<file path="src/rtl/mem_access_unit_pkg.sv">
// Shared definitions for the memory access unit: op codes, FSM states,
// memory write-enable polarity, the zero word, latched request payload and
// small op-classification helpers.
package mem_access_unit_pkg;

    localparam int unsigned DATA_W = 32;
    localparam int unsigned OP_W   = 3;

    // Operation codes carried on req_op
    localparam logic [OP_W-1:0] MAU_OP_LW  = 3'd0;
    localparam logic [OP_W-1:0] MAU_OP_LB  = 3'd1;
    localparam logic [OP_W-1:0] MAU_OP_LBU = 3'd2;
    localparam logic [OP_W-1:0] MAU_OP_LH  = 3'd3;
    localparam logic [OP_W-1:0] MAU_OP_LHU = 3'd4;
    localparam logic [OP_W-1:0] MAU_OP_SW  = 3'd5;
    localparam logic [OP_W-1:0] MAU_OP_SB  = 3'd6;
    localparam logic [OP_W-1:0] MAU_OP_SH  = 3'd7;

    // Memory write-enable polarity
    localparam logic MEM_SAVE = 1'b1;
    localparam logic MEM_LOAD = 1'b0;

    localparam logic [DATA_W-1:0] ZERO_WORD = '0;

    typedef enum logic [2:0] {
        ST_IDLE   = 3'd0,
        ST_LOAD   = 3'd1,
        ST_RMW_RD = 3'd2,
        ST_WRITE  = 3'd3,
        ST_ERR    = 3'd4,
        ST_RESP   = 3'd5
    } mau_state_e;

    // Request fields captured at accept
    typedef struct packed {
        logic [OP_W-1:0]   op;
        logic [1:0]        lane;
        logic [DATA_W-1:0] wdata;
    } mau_req_t;

    function automatic logic op_is_store(input logic [OP_W-1:0] op);
        return (op == MAU_OP_SW) || (op == MAU_OP_SB) || (op == MAU_OP_SH);
    endfunction

    function automatic logic op_is_half(input logic [OP_W-1:0] op);
        return (op == MAU_OP_LH) || (op == MAU_OP_LHU) || (op == MAU_OP_SH);
    endfunction

    function automatic logic op_is_word(input logic [OP_W-1:0] op);
        return (op == MAU_OP_LW) || (op == MAU_OP_SW);
    endfunction

endpackage

</file>
<file path="src/rtl/mau_lane_merge.sv">
// Combinational lane logic for the memory access unit.
// Ports:
//   word_i  - word read from memory
//   wdata_i - right-aligned store data
//   lane_i  - byte offset within the word (little-endian)
//   op_i    - operation code
//   ext_o   - extracted and extended load data (zero for stores)
//   merge_o - word with the addressed lane(s) replaced by store data
module mau_lane_merge
    import mem_access_unit_pkg::*;
(
    input  logic [DATA_W-1:0] word_i,
    input  logic [DATA_W-1:0] wdata_i,
    input  logic [1:0]        lane_i,
    input  logic [OP_W-1:0]   op_i,
    output logic [DATA_W-1:0] ext_o,
    output logic [DATA_W-1:0] merge_o
);

    logic [7:0]  byte_c;
    logic [15:0] half_c;

    // Lane select
    always_comb begin
        byte_c = word_i[7:0];
        case (lane_i)
            2'd0:    byte_c = word_i[7:0];
            2'd1:    byte_c = word_i[15:8];
            2'd2:    byte_c = word_i[23:16];
            default: byte_c = word_i[31:24];
        endcase
        half_c = lane_i[1] ? word_i[31:16] : word_i[15:0];
    end

    // Load extension
    always_comb begin
        ext_o = ZERO_WORD;
        case (op_i)
            MAU_OP_LW:  ext_o = word_i;
            MAU_OP_LB:  ext_o = {{24{byte_c[7]}}, byte_c};
            MAU_OP_LBU: ext_o = {24'd0, byte_c};
            MAU_OP_LH:  ext_o = {{16{half_c[15]}}, half_c};
            MAU_OP_LHU: ext_o = {16'd0, half_c};
            default:    ext_o = ZERO_WORD;
        endcase
    end

    // Store lane insert
    always_comb begin
        merge_o = word_i;
        case (op_i)
            MAU_OP_SW: merge_o = wdata_i;
            MAU_OP_SB: begin
                case (lane_i)
                    2'd0:    merge_o[7:0]   = wdata_i[7:0];
                    2'd1:    merge_o[15:8]  = wdata_i[7:0];
                    2'd2:    merge_o[23:16] = wdata_i[7:0];
                    default: merge_o[31:24] = wdata_i[7:0];
                endcase
            end
            MAU_OP_SH: begin
                if (lane_i[1]) begin
                    merge_o[31:16] = wdata_i[15:0];
                end else begin
                    merge_o[15:0] = wdata_i[15:0];
                end
            end
            default: merge_o = word_i;
        endcase
    end

endmodule

</file>
<file path="src/rtl/mem_access_unit.sv">
// Memory access unit: converts byte-addressed CPU loads/stores into word
// accesses on a word-addressed data memory. Sub-word stores run as a
// read-modify-write; misaligned or out-of-range requests never reach memory.
// Optional macro MAU_PERF_CNT_EN adds saturating load/store/error counters.
// Ports:
//   clk, rst_n            - clock, asynchronous active-low reset
//   req_valid/req_ready   - request handshake (ready only when idle)
//   req_op/addr/wdata     - operation, byte address, right-aligned store data
//   resp_valid            - one-cycle completion pulse
//   resp_rdata/resp_err   - load result / error flag, held until next accept
//   dmem_wena/addr/wdata  - memory write enable, word address, write word
//   dmem_rdata            - combinational memory read word
//   cnt_load/store/err    - performance counters (MAU_PERF_CNT_EN only)
module mem_access_unit
    import mem_access_unit_pkg::*;
#(
    parameter int unsigned ADDR_W    = 10,
    parameter logic [31:0] BASE_ADDR = 32'h1001_0000
) (
    input  logic              clk,
    input  logic              rst_n,
    input  logic              req_valid,
    output logic              req_ready,
    input  logic [OP_W-1:0]   req_op,
    input  logic [31:0]       req_addr,
    input  logic [DATA_W-1:0] req_wdata,
    output logic              resp_valid,
    output logic [DATA_W-1:0] resp_rdata,
    output logic              resp_err,
    output logic              dmem_wena,
    output logic [ADDR_W-1:0] dmem_addr,
    output logic [DATA_W-1:0] dmem_wdata,
    input  logic [DATA_W-1:0] dmem_rdata
`ifdef MAU_PERF_CNT_EN
    ,
    output logic [15:0]       cnt_load,
    output logic [15:0]       cnt_store,
    output logic [15:0]       cnt_err
`endif
);

    mau_state_e        state_q;
    mau_req_t          req_q;
    logic              req_ready_q;
    logic              resp_valid_q;
    logic              resp_err_q;
    logic [DATA_W-1:0] resp_rdata_q;
    logic              dmem_wena_q;
    logic [ADDR_W-1:0] dmem_addr_q;
    logic [DATA_W-1:0] dmem_wdata_q;

    logic [31:0]       off_c;
    logic [ADDR_W-1:0] idx_c;
    logic              oor_c;
    logic              mis_c;
    logic              err_c;
    logic              accept_c;
    logic [DATA_W-1:0] ext_c;
    logic [DATA_W-1:0] merge_c;

    // Address decode of the incoming request; offset wraps modulo 2^32
    assign off_c    = req_addr - BASE_ADDR;
    assign idx_c    = off_c[ADDR_W+1:2];
    assign oor_c    = (off_c >> (ADDR_W + 2)) != 32'd0;
    assign mis_c    = (op_is_half(req_op) && off_c[0]) ||
                      (op_is_word(req_op) && (off_c[1:0] != 2'b00));
    assign err_c    = oor_c || mis_c;
    assign accept_c = req_valid && req_ready_q;

    // Memory read word is only consumed in LOAD and RMW_RD, both driven by req_q
    mau_lane_merge u_lane_merge (
        .word_i  (dmem_rdata),
        .wdata_i (req_q.wdata),
        .lane_i  (req_q.lane),
        .op_i    (req_q.op),
        .ext_o   (ext_c),
        .merge_o (merge_c)
    );

    // Control FSM with registered Moore outputs
    always_ff @(posedge clk or negedge rst_n) begin
        if (!rst_n) begin
            state_q      <= ST_IDLE;
            req_q        <= '0;
            req_ready_q  <= 1'b1;
            resp_valid_q <= 1'b0;
            resp_err_q   <= 1'b0;
            resp_rdata_q <= ZERO_WORD;
            dmem_wena_q  <= MEM_LOAD;
            dmem_addr_q  <= '0;
            dmem_wdata_q <= ZERO_WORD;
        end else begin
            resp_valid_q <= 1'b0;
            dmem_wena_q  <= MEM_LOAD;
            case (state_q)
                ST_IDLE: begin
                    if (accept_c) begin
                        req_q.op     <= req_op;
                        req_q.lane   <= off_c[1:0];
                        req_q.wdata  <= req_wdata;
                        dmem_addr_q  <= idx_c;
                        resp_err_q   <= err_c;
                        resp_rdata_q <= ZERO_WORD;
                        req_ready_q  <= 1'b0;
                        if (err_c) begin
                            state_q <= ST_ERR;
                        end else if (req_op == MAU_OP_SW) begin
                            state_q      <= ST_WRITE;
                            dmem_wena_q  <= MEM_SAVE;
                            dmem_wdata_q <= req_wdata;
                        end else if (op_is_store(req_op)) begin
                            state_q <= ST_RMW_RD;
                        end else begin
                            state_q <= ST_LOAD;
                        end
                    end
                end
                ST_LOAD: begin
                    resp_rdata_q <= ext_c;
                    resp_valid_q <= 1'b1;
                    state_q      <= ST_RESP;
                end
                ST_RMW_RD: begin
                    dmem_wdata_q <= merge_c;
                    dmem_wena_q  <= MEM_SAVE;
                    state_q      <= ST_WRITE;
                end
                ST_WRITE: begin
                    resp_valid_q <= 1'b1;
                    state_q      <= ST_RESP;
                end
                ST_ERR: begin
                    resp_valid_q <= 1'b1;
                    state_q      <= ST_RESP;
                end
                ST_RESP: begin
                    req_ready_q <= 1'b1;
                    state_q     <= ST_IDLE;
                end
                default: begin
                    req_ready_q <= 1'b1;
                    state_q     <= ST_IDLE;
                end
            endcase
        end
    end

    assign req_ready  = req_ready_q;
    assign resp_valid = resp_valid_q;
    assign resp_err   = resp_err_q;
    assign resp_rdata = resp_rdata_q;
    assign dmem_wena  = dmem_wena_q;
    assign dmem_addr  = dmem_addr_q;
    assign dmem_wdata = dmem_wdata_q;

`ifdef MAU_PERF_CNT_EN
    logic [15:0] cnt_load_q;
    logic [15:0] cnt_store_q;
    logic [15:0] cnt_err_q;

    // Saturating per-class completion counters; errors count only as errors
    always_ff @(posedge clk or negedge rst_n) begin
        if (!rst_n) begin
            cnt_load_q  <= 16'd0;
            cnt_store_q <= 16'd0;
            cnt_err_q   <= 16'd0;
        end else if (state_q == ST_RESP) begin
            if (resp_err_q) begin
                if (cnt_err_q != 16'hFFFF) cnt_err_q <= cnt_err_q + 16'd1;
            end else if (op_is_store(req_q.op)) begin
                if (cnt_store_q != 16'hFFFF) cnt_store_q <= cnt_store_q + 16'd1;
            end else begin
                if (cnt_load_q != 16'hFFFF) cnt_load_q <= cnt_load_q + 16'd1;
            end
        end
    end

    assign cnt_load  = cnt_load_q;
    assign cnt_store = cnt_store_q;
    assign cnt_err   = cnt_err_q;
`endif

endmodule

</file>
<file path="config.mk">
export PLATFORM = sky130hd
export DESIGN_NAME = mem_access_unit
export DESIGN_NICKNAME = d
export VERILOG_FILES = /design/src/rtl/mem_access_unit_pkg.sv /design/src/rtl/mau_lane_merge.sv /design/src/rtl/mem_access_unit.sv
export SDC_FILE = /design/constraint.sdc
export NUM_CORES = 1
export LEC_CHECK = 0
export CAP_MARGIN = 20
export CORE_MARGIN = 2
export CORE_UTILIZATION = 47
export CTS_CLUSTER_DIAMETER = 80
export CTS_CLUSTER_SIZE = 10
export DETAILED_ROUTE_END_ITERATION = 6
export GPL_TIMING_DRIVEN = 1
export PLACE_DENSITY = 0.8
export SLEW_MARGIN = 0
export SYNTH_ARGS = -nofsm -noshare
export SYNTH_HDL_FRONTEND = slang
export SYNTH_SLANG_ARGS = --single-unit
</file>
<file path="constraint.sdc">
create_clock -name clk -period 2.9 [get_ports clk]
set_clock_uncertainty 0.2 [all_clocks]
set_input_delay 0.725 -clock clk [delete_from_list [all_inputs] [get_ports clk]]
set_output_delay 0.725 -clock clk [all_outputs]
set_load 0.05 [all_outputs]
</file>
### Cell placement, run 1

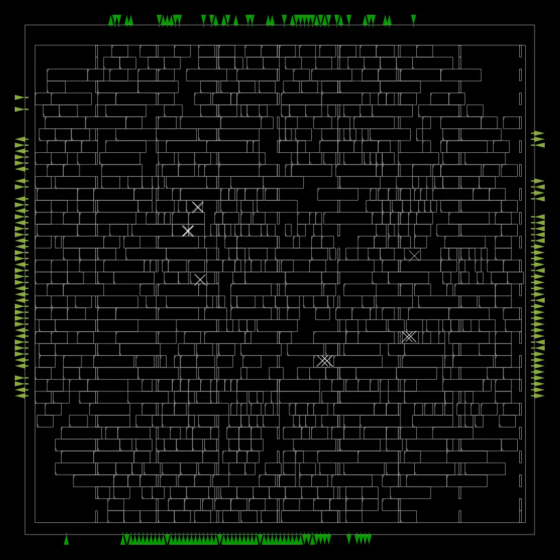
Seq/total area: 33.8%
Cell Rows: 40

### Placement density heat map, run 1

Bar = 20 um. 12 x 12 tiles, from white (low) to dark blue (high), 0 to 100% covered.
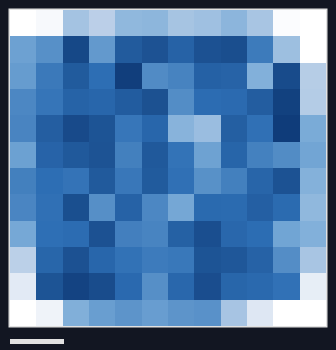
fullest tile	95%
mean over tiles	63%
tiles over 75% full	43%
nearly empty tiles	4.9%

==> run summary <==
post-DP HPWL -> 14800 um
unrepaired setup endpoints after global routing -> false
Top Layout Cells -> clkdlybuf4s50_1, dfrtp_1, buf_4
most instantiated logic cell after routing -> clkdlybuf4s50_1
H-tree depth -> 4
die width -> 116 um
Initial DRT Pass Iterations -> 7
Rel. slew slack -> 55.3%
switching share of power -> 39.9%
synth unique cells -> 55
CP Launch Point -> req_addr[29]
synthesized net count -> 623
WP data arrival -> 2.79 ns
CTS tree -> built
routed wire length -> 19900 um
maxcap violations -> 0
CP cell instances -> clkdlybuf4s50_1 -> or4b_4 -> a2111oi_4 -> nand4_1 -> buf_4 -> buf_12 -> mux2i_1 -> a21oi_1
top power group -> combinational logic
Final Hold Fails -> 0
post-route ant nets -> 0
Buf/Inv on CP -> 3
crit path DRT -> 2.97 ns
worst vdd ir -> 0.000728 V
Post-Syn Area per Cell -> 11.3 um2
layout cells sized above 1 -> 19.7%
setup violators final -> 0
CTS Buf Count -> 17
clock share of power -> 24.2%
net count reported at finish -> 833
met3 GRT Util -> 7.42%
I/O pin count -> 180
fin area -> 8740 um2
failing checks -> design-rule violations
Setup crit start kind -> primary input
routing usage on met1 -> 39.8%
largest net degree at the start of global routing -> 53
CP Depth -> 8
GRT busiest layer -> met2
die area -> 13500 um2
minimum clock period -> 2.72 ns
root buf cell -> clkbuf_16
global-route wire length before repair -> 30400 um
Clock group -> 2.05 mW
Area Overhead vs Synth -> 47.9%
PortBufs -> 179
Hold Buf Count CTS -> 0
Synth Register Bits -> 118
WL met2 -> 9570 um
final non-filler cell total -> 908
reg-to-reg slack, setup -> 0.34 ns
Setup crit end kind -> register
Seq pwr share -> 31.3%
core area -> 12200 um2
Crit path max-delay family -> buffers and inverters
DR top layer -> met4
leakage -> 3.69 nW
worst-case clock buffer depth -> 2
# fillers -> 888
DRT iter0 DRCs -> 800
yosys stat area -> 5910 um2
Final Wtd Congestion -> 0.976
Crit Path Max Fanout -> 12
gr usage total -> 30.3%
Worst R2R Path Depth -> 6
Comb power frac -> 44.5%
cell area after synthesis -> 5910 um2
remaining global-route overflow -> 0
sequential group power -> 2.65 mW
ys async rst share -> 100%
Max Slew Vio Count -> 0
M2 GR Usage -> 48.5%
floorplan core density -> 48.6%
WHS -> 0.0797 ns
setup bufs post-CTS -> 0
WL met1 -> 7840 um
synth warn -> 0
Comb. pwr -> 3.77 mW
PD cells -> 968 nW/um2
met3 routed WL -> 1890 um
PostCTS Resize Cnt -> 0
CTS Sinks -> 118
total vias in the final route -> 5617
Reg clk slew, reported paths -> 0.05 ns
wire per inst -> 21.9 um
ys cells -> 521
r2r endpoint -> resp_rdata[13]
Ant. Diodes -> 0
dpl cell area -> 8160 um2
period utilization -> 93.9%
crit path capture -> dmem_wdata[18]
Post-synth EDFFs -> 0
CP peak stage delay -> 0.56 ns
outcome -> finished, violations left
clk latency late pin -> 0.42 ns
internal power -> 5.08 mW
final worst setup slack -> 0.176 ns
main flop type -> dfrtp_1
initial antenna violation count -> 0
worst-margin pin slew -> 0.671 ns
die height -> 116 um
Placed Instances -> 879
vias in the first global route -> 5725
register share after synthesis -> 50.0%
Peak Freq -> 367 MHz
Vias/cell -> 6.19
reg2reg start -> req_q[34]
NetSw -> 3.38 mW
slowest CP cell -> or4b_4
# DRC -> 24
Post-Syn Instances -> 521
Hold WC Path Type -> primary input to async pin
tool warnings -> 26
dpl ws -> -0.227 ns
critical path class -> primary input to register
### PDN straps and rails, run 1

Bar = 20 um. Pins as bars on the die edge. Tap cells in grey.
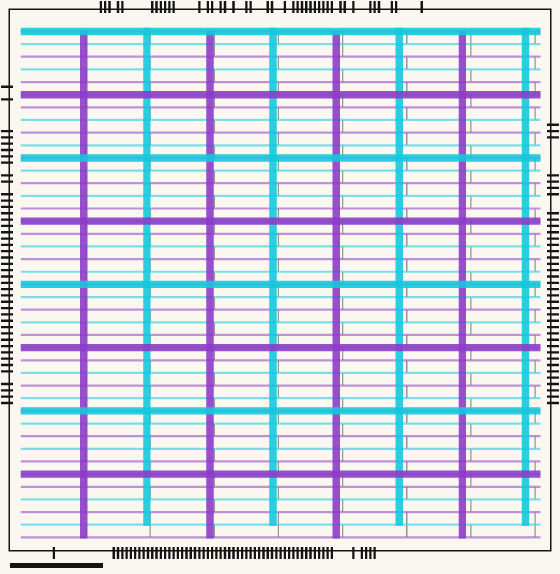
colour	net
cyan	VDD
purple	VSS
met5 straps	8
met4 straps	8
rows	40

[run 1: per-stage QoR]
| step | util, % | power [mW] | TNS, ns |
|---|---|---|---|
| floorplan | - | 5.04 | 0 |
| global placement | 67.1 | 6.22 | -4.89 |
| detailed placement | 67.1 | 6.36 | -6.10 |
| CTS | 71.8 | 8.43 | 0 |
| global route | 71.9 | 8.83 | 0 |
| finish | 71.9 | 8.47 | 0 |
[run 1: cell type report]
type	instances	area, um2	area share (%)
flip-flops and latches	118	2950	33.8
multi-input cells	360	2770	31.7
well taps	168	210	2.40
inverters	5	18.8	0.215
clock buffers	24	502	5.74
clock inverters	4	70.1	0.801
repair buffers	229	2210	25.3
[run 1: worst register-to-register path: cells and delay by family, from the launching register on]
family | cells | cell delay (ns)
DFF | 1 | 0.49
and+or+nand+nor | 3 | 1.21
AOI/OAI and AO/OA | 3 | 0.57
[run 1: logic make-up after synthesis]
logic type / after synthesis / synth area share [%]
compound gates: 166 / 21.4
xor+xnor: 1 / 0.148
buf+inv: 43 / 3.28
flops: 118 / 50.0
mux: 71 / 14.7
simple gates: 122 / 10.4
[run 1: synth_stat cells, drive strengths merged, types with 5 or more instances]
library cell	number	area, um2
a211o	8	70.1
a211oi	9	80.1
a21oi	42	214
a221o	28	280
a222oi	28	280
a22oi	7	52.6
and3	9	56.3
buf	19	104
clkbuf	19	71.3
dfrtp	117	2930
inv	5	18.8
mux2	46	518
mux2i	17	170
mux4	8	180
nand2	35	131
nor2	45	169
nor3	6	41.3
o21ai	23	115
o22ai	8	50.1
or3	5	41.3
[run 1: state kept, by name, indices dropped and copies added, names as in the netlist]
signal and count:
req_q 37, dmem_wdata 32, resp_rdata 32, dmem_addr 10
state_q 3, dmem_wena 1, req_ready 1, resp_err 1
resp_valid 1
No activity file was given, so power comes from the tool's default toggle rates.
